$ cat src/rtl/serial_adder_pkg.sv
// Shared definitions for the bit-serial adder: state encoding and counter sizing.
package serial_adder_pkg;

  typedef enum logic [1:0] {
    IDLE  = 2'b00,
    SHIFT = 2'b01,
    DONE  = 2'b10
  } state_e;

  // Bits needed to count 0..n-1 (ceil(log2(n))).
  function automatic int clog2(input int n);
    int r;
    r = 0;
    for (int i = 0; i < 32; i++) begin
      if ((64'd1 << i) < 64'(n)) r = i + 1;
    end
    return r;
  endfunction

endpackage

$ cat src/rtl/serial_adder_fa_cell.sv
// Single-bit full adder, evaluated once per SHIFT cycle by serial_adder.
module serial_fa_cell (
  input  logic a,
  input  logic b,
  input  logic ci,
  output logic s,
  output logic co
);

  assign s  = a ^ b ^ ci;
  assign co = (a & b) | (ci & (a ^ b));

endmodule

$ cat src/rtl/serial_adder.sv
// Bit-serial LSB-first adder with start/done handshake.
// Define SERIAL_ADDER_OVF_EN to add the registered signed-overflow output ovf.
module serial_adder
  import serial_adder_pkg::*;
#(
  parameter int WIDTH = 8
) (
  input  logic             clk,
  input  logic             rst,
  input  logic             start,
  input  logic [WIDTH-1:0] a,
  input  logic [WIDTH-1:0] b,
  input  logic             cin,
  output logic             busy,
  output logic             done,
  output logic [WIDTH-1:0] sum,
  output logic             cout
`ifdef SERIAL_ADDER_OVF_EN
  ,
  output logic             ovf
`endif
);

  localparam int CNT_W = (clog2(WIDTH) < 1) ? 1 : clog2(WIDTH);
  localparam logic [CNT_W-1:0] LAST = CNT_W'(WIDTH - 1);

  state_e           state_q, state_d;
  logic [WIDTH-1:0] a_sh_q, a_sh_d;
  logic [WIDTH-1:0] b_sh_q, b_sh_d;
  logic [WIDTH-1:0] psum_q, psum_d;
  logic [WIDTH-1:0] sum_q, sum_d;
  logic [CNT_W-1:0] cnt_q, cnt_d;
  logic             carry_q, carry_d;
  logic             cout_q, cout_d;
  logic             fa_s, fa_co;
`ifdef SERIAL_ADDER_OVF_EN
  logic             ovf_q, ovf_d;
`endif

  serial_fa_cell u_fa (
    .a  (a_sh_q[0]),
    .b  (b_sh_q[0]),
    .ci (carry_q),
    .s  (fa_s),
    .co (fa_co)
  );

  always_comb begin
    state_d = state_q;
    a_sh_d  = a_sh_q;
    b_sh_d  = b_sh_q;
    psum_d  = psum_q;
    sum_d   = sum_q;
    cnt_d   = cnt_q;
    carry_d = carry_q;
    cout_d  = cout_q;
`ifdef SERIAL_ADDER_OVF_EN
    ovf_d   = ovf_q;
`endif
    case (state_q)
      IDLE, DONE: begin
        if (start) begin
          a_sh_d  = a;
          b_sh_d  = b;
          carry_d = cin;
          psum_d  = '0;
          cnt_d   = '0;
          state_d = SHIFT;
        end else begin
          state_d = IDLE;
        end
      end
      SHIFT: begin
        a_sh_d  = a_sh_q >> 1;
        b_sh_d  = b_sh_q >> 1;
        psum_d  = {fa_s, psum_q[WIDTH-1:1]};
        carry_d = fa_co;
        cnt_d   = cnt_q + CNT_W'(1);
        if (cnt_q == LAST) begin
          // Publish only the completed result; sum/cout never show partials.
          state_d = DONE;
          sum_d   = {fa_s, psum_q[WIDTH-1:1]};
          cout_d  = fa_co;
`ifdef SERIAL_ADDER_OVF_EN
          ovf_d   = carry_q ^ fa_co;
`endif
        end
      end
      default: state_d = IDLE;
    endcase
  end

  always_ff @(posedge clk) begin
    if (rst) begin
      state_q <= IDLE;
      a_sh_q  <= '0;
      b_sh_q  <= '0;
      psum_q  <= '0;
      sum_q   <= '0;
      cnt_q   <= '0;
      carry_q <= 1'b0;
      cout_q  <= 1'b0;
`ifdef SERIAL_ADDER_OVF_EN
      ovf_q   <= 1'b0;
`endif
    end else begin
      state_q <= state_d;
      a_sh_q  <= a_sh_d;
      b_sh_q  <= b_sh_d;
      psum_q  <= psum_d;
      sum_q   <= sum_d;
      cnt_q   <= cnt_d;
      carry_q <= carry_d;
      cout_q  <= cout_d;
`ifdef SERIAL_ADDER_OVF_EN
      ovf_q   <= ovf_d;
`endif
    end
  end

  assign busy = (state_q == SHIFT);
  assign done = (state_q == DONE);
  assign sum  = sum_q;
  assign cout = cout_q;
`ifdef SERIAL_ADDER_OVF_EN
  assign ovf  = ovf_q;
`endif

endmodule

$ cat config.mk
export PLATFORM = sky130hd
export DESIGN_NAME = serial_adder
export DESIGN_NICKNAME = d
export VERILOG_FILES = /design/src/rtl/serial_adder_pkg.sv /design/src/rtl/serial_adder_fa_cell.sv /design/src/rtl/serial_adder.sv
export SDC_FILE = /design/constraint.sdc
export NUM_CORES = 1
export LEC_CHECK = 0
export ABC_AREA = 1
export CAP_MARGIN = 20
export CORE_ASPECT_RATIO = 0.9
export CORE_MARGIN = 1.5
export CORE_UTILIZATION = 48
export DETAILED_ROUTE_END_ITERATION = 7
export GPL_TIMING_DRIVEN = 1
export PLACE_DENSITY = 0.75
export SLEW_MARGIN = 20
export SYNTH_ARGS = -nofsm -noshare
export SYNTH_HDL_FRONTEND = slang
export SYNTH_SLANG_ARGS = --single-unit
$ cat constraint.sdc
create_clock -name clk -period 1.33 [get_ports clk]
set_clock_uncertainty 0.2 [all_clocks]
set_input_delay 0.266 -clock clk [delete_from_list [all_inputs] [get_ports clk]]
set_output_delay 0.266 -clock clk [all_outputs]
set_load 0.005 [all_outputs]
**Run 1: clock nets**

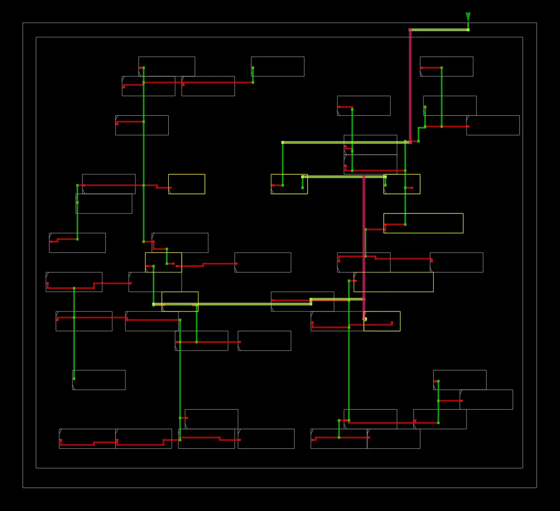
Clk. pwr: 0.00121 W
clock sinks: 38
count of flip-flops and latches: 38

**Run 1: M2 wires**

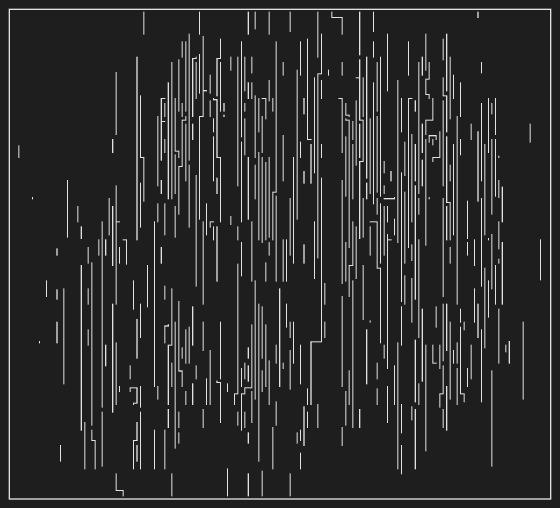
The wires run mostly vertical. The layer carries 2340 um of wire. The longest straight run is 24.8 um.
met2 Usage GRT: 32.6%
via count of the routed design: 1767

**Run 1: metal 3**

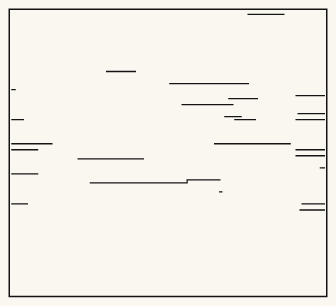
The longest straight run is 21.8 um. The layer carries 190 um of wire. The wires run mostly horizontal.

==> impl_metrics.py, run 1 <==
# Auto-generated metrics
metrics = {
    "run_status": {
        "outcome": "finished, violations left",
        "violations": "setup timing",
    },
    "finish": {
        "areaGrowthSynthToFinish_pct": 42.2,
        "seq_share_pct": 27.1,
        "layout.cells.non_filler": 353,
    },
    "setup_path": {
        "crit_fanout": 2,
        "r2r_cells": 6,
        "cpMaxStageDelayCell": "dfxtp_2",
        "required_ps": 860,
        "cp.arrival_ps": 940,
    },
    "clock_network": {
        "hold_buffers": 0,
        "insertion_delay_ps": 290,
    },
    "run": {
        "warning_count": 28,
    },
    "floorplan": {
        "nWellTaps": 48,
        "num_io_pins": 31,
    },
    "logic_synthesis": {
        "synth-xor-area-share_pct": 0,
        "synth_compound_gate_area_share_pct": 5.76,
        "ys_sh_mux_pct": 0,
        "netlist_instances": 251,
    },
    "sta": {
        "setup_viol": 17,
        "setup_ws_ps": -78.4,
    },
    "power": {
        "intPower_w": 0.00233,
    },
    "grt": {
        "gr-usage-met3_pct": 4.35,
    },
}
**Run 1: met1 routing**

Supply wires on this layer in gray.
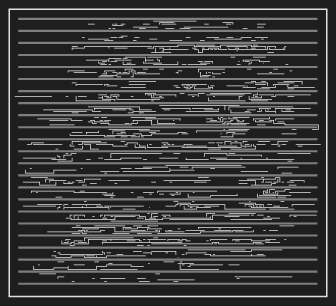

## Run 2: what changed since run 1
--- a/config.mk
+++ b/config.mk
@@ -8,12 +8,12 @@
 export ABC_AREA = 1
 export CAP_MARGIN = 20
 export CORE_ASPECT_RATIO = 0.9
-export CORE_MARGIN = 1.5
+export CORE_MARGIN = 5
 export CORE_UTILIZATION = 48
 export DETAILED_ROUTE_END_ITERATION = 7
 export GPL_TIMING_DRIVEN = 1
 export PLACE_DENSITY = 0.75
-export SLEW_MARGIN = 20
 export SYNTH_ARGS = -nofsm -noshare
 export SYNTH_HDL_FRONTEND = slang
 export SYNTH_SLANG_ARGS = --single-unit
+export TNS_END_PERCENT = 20
**Run 2: met1 routing**

Supply wires on this layer in gray.
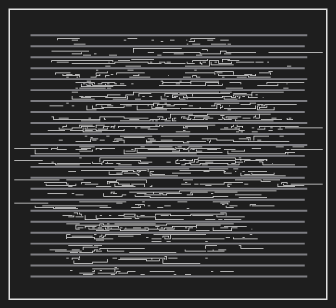
The layer holds 47% of the routed length. The layer carries 2230 um of wire. The wires run mostly horizontal. The longest straight run is 23.9 um. 289 nets have wire on it.
drt total wl: 4.76 mm
via count of the routed design: 1735
GR Util met1: 23.3%

**Run 2: routed metal per tile**

The bar under the picture is 20 um long. The die is cut into 16 by 14 equal tiles; dark purple is low, yellow is high, scaled to the fullest tile. Values are wire area over tile area, all layers added.
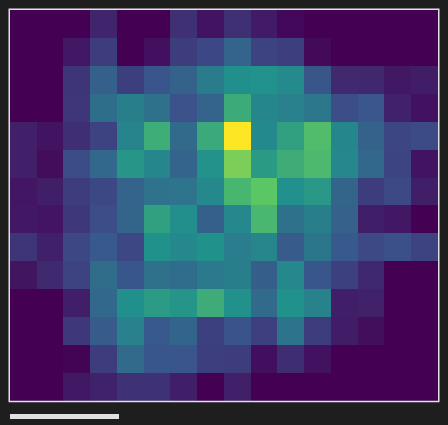
The mean over all tiles is 0.13. The fullest tile reaches 0.58. The densest ninth of the die: center. 22% of the tiles are nearly empty. The emptiest ninth of the die: south-east. 10% of the tiles are over half the peak.

==> impl_metrics.py, run 2 <==
# Auto-generated metrics
metrics = {
    "run_status": {
        "outcome": "finished, violations left",
        "violations": "setup timing",
    },
    "grt": {
        "gr-usage-met3_pct": 3.77,
    },
    "finish": {
        "areaGrowthSynthToFinish_pct": 34.1,
        "seq_share_pct": 28.7,
        "layout.cells.non_filler": 342,
        "numSequentialCells": 38,
    },
    "run": {
        "warning_count": 28,
    },
    "power": {
        "intPower_w": 0.00190,
        "p_clk_w": 0.000807,
    },
    "setup_path": {
        "max_stage_delay_ps": 390,
        "required_ps": 860,
        "cpMaxStageDelayCell": "dfxtp_4",
        "crit_fanout": 3,
        "cp.arrival_ps": 960,
    },
    "sta": {
        "setup_ws_ps": -99.7,
        "setup_viol": 16,
        "fin_tns_setup_ps": -496,
    },
    "logic_synthesis": {
        "edf_count": 0,
        "top_area_share_pct": 37.6,
        "ys_sh_mux_pct": 0,
    },
    "clock_network": {
        "cts.sinks": 38,
        "hold_buffers": 0,
    },
    "floorplan": {
        "core_um2": 4070,
    },
}
Power and IR drop assume default switching activity.
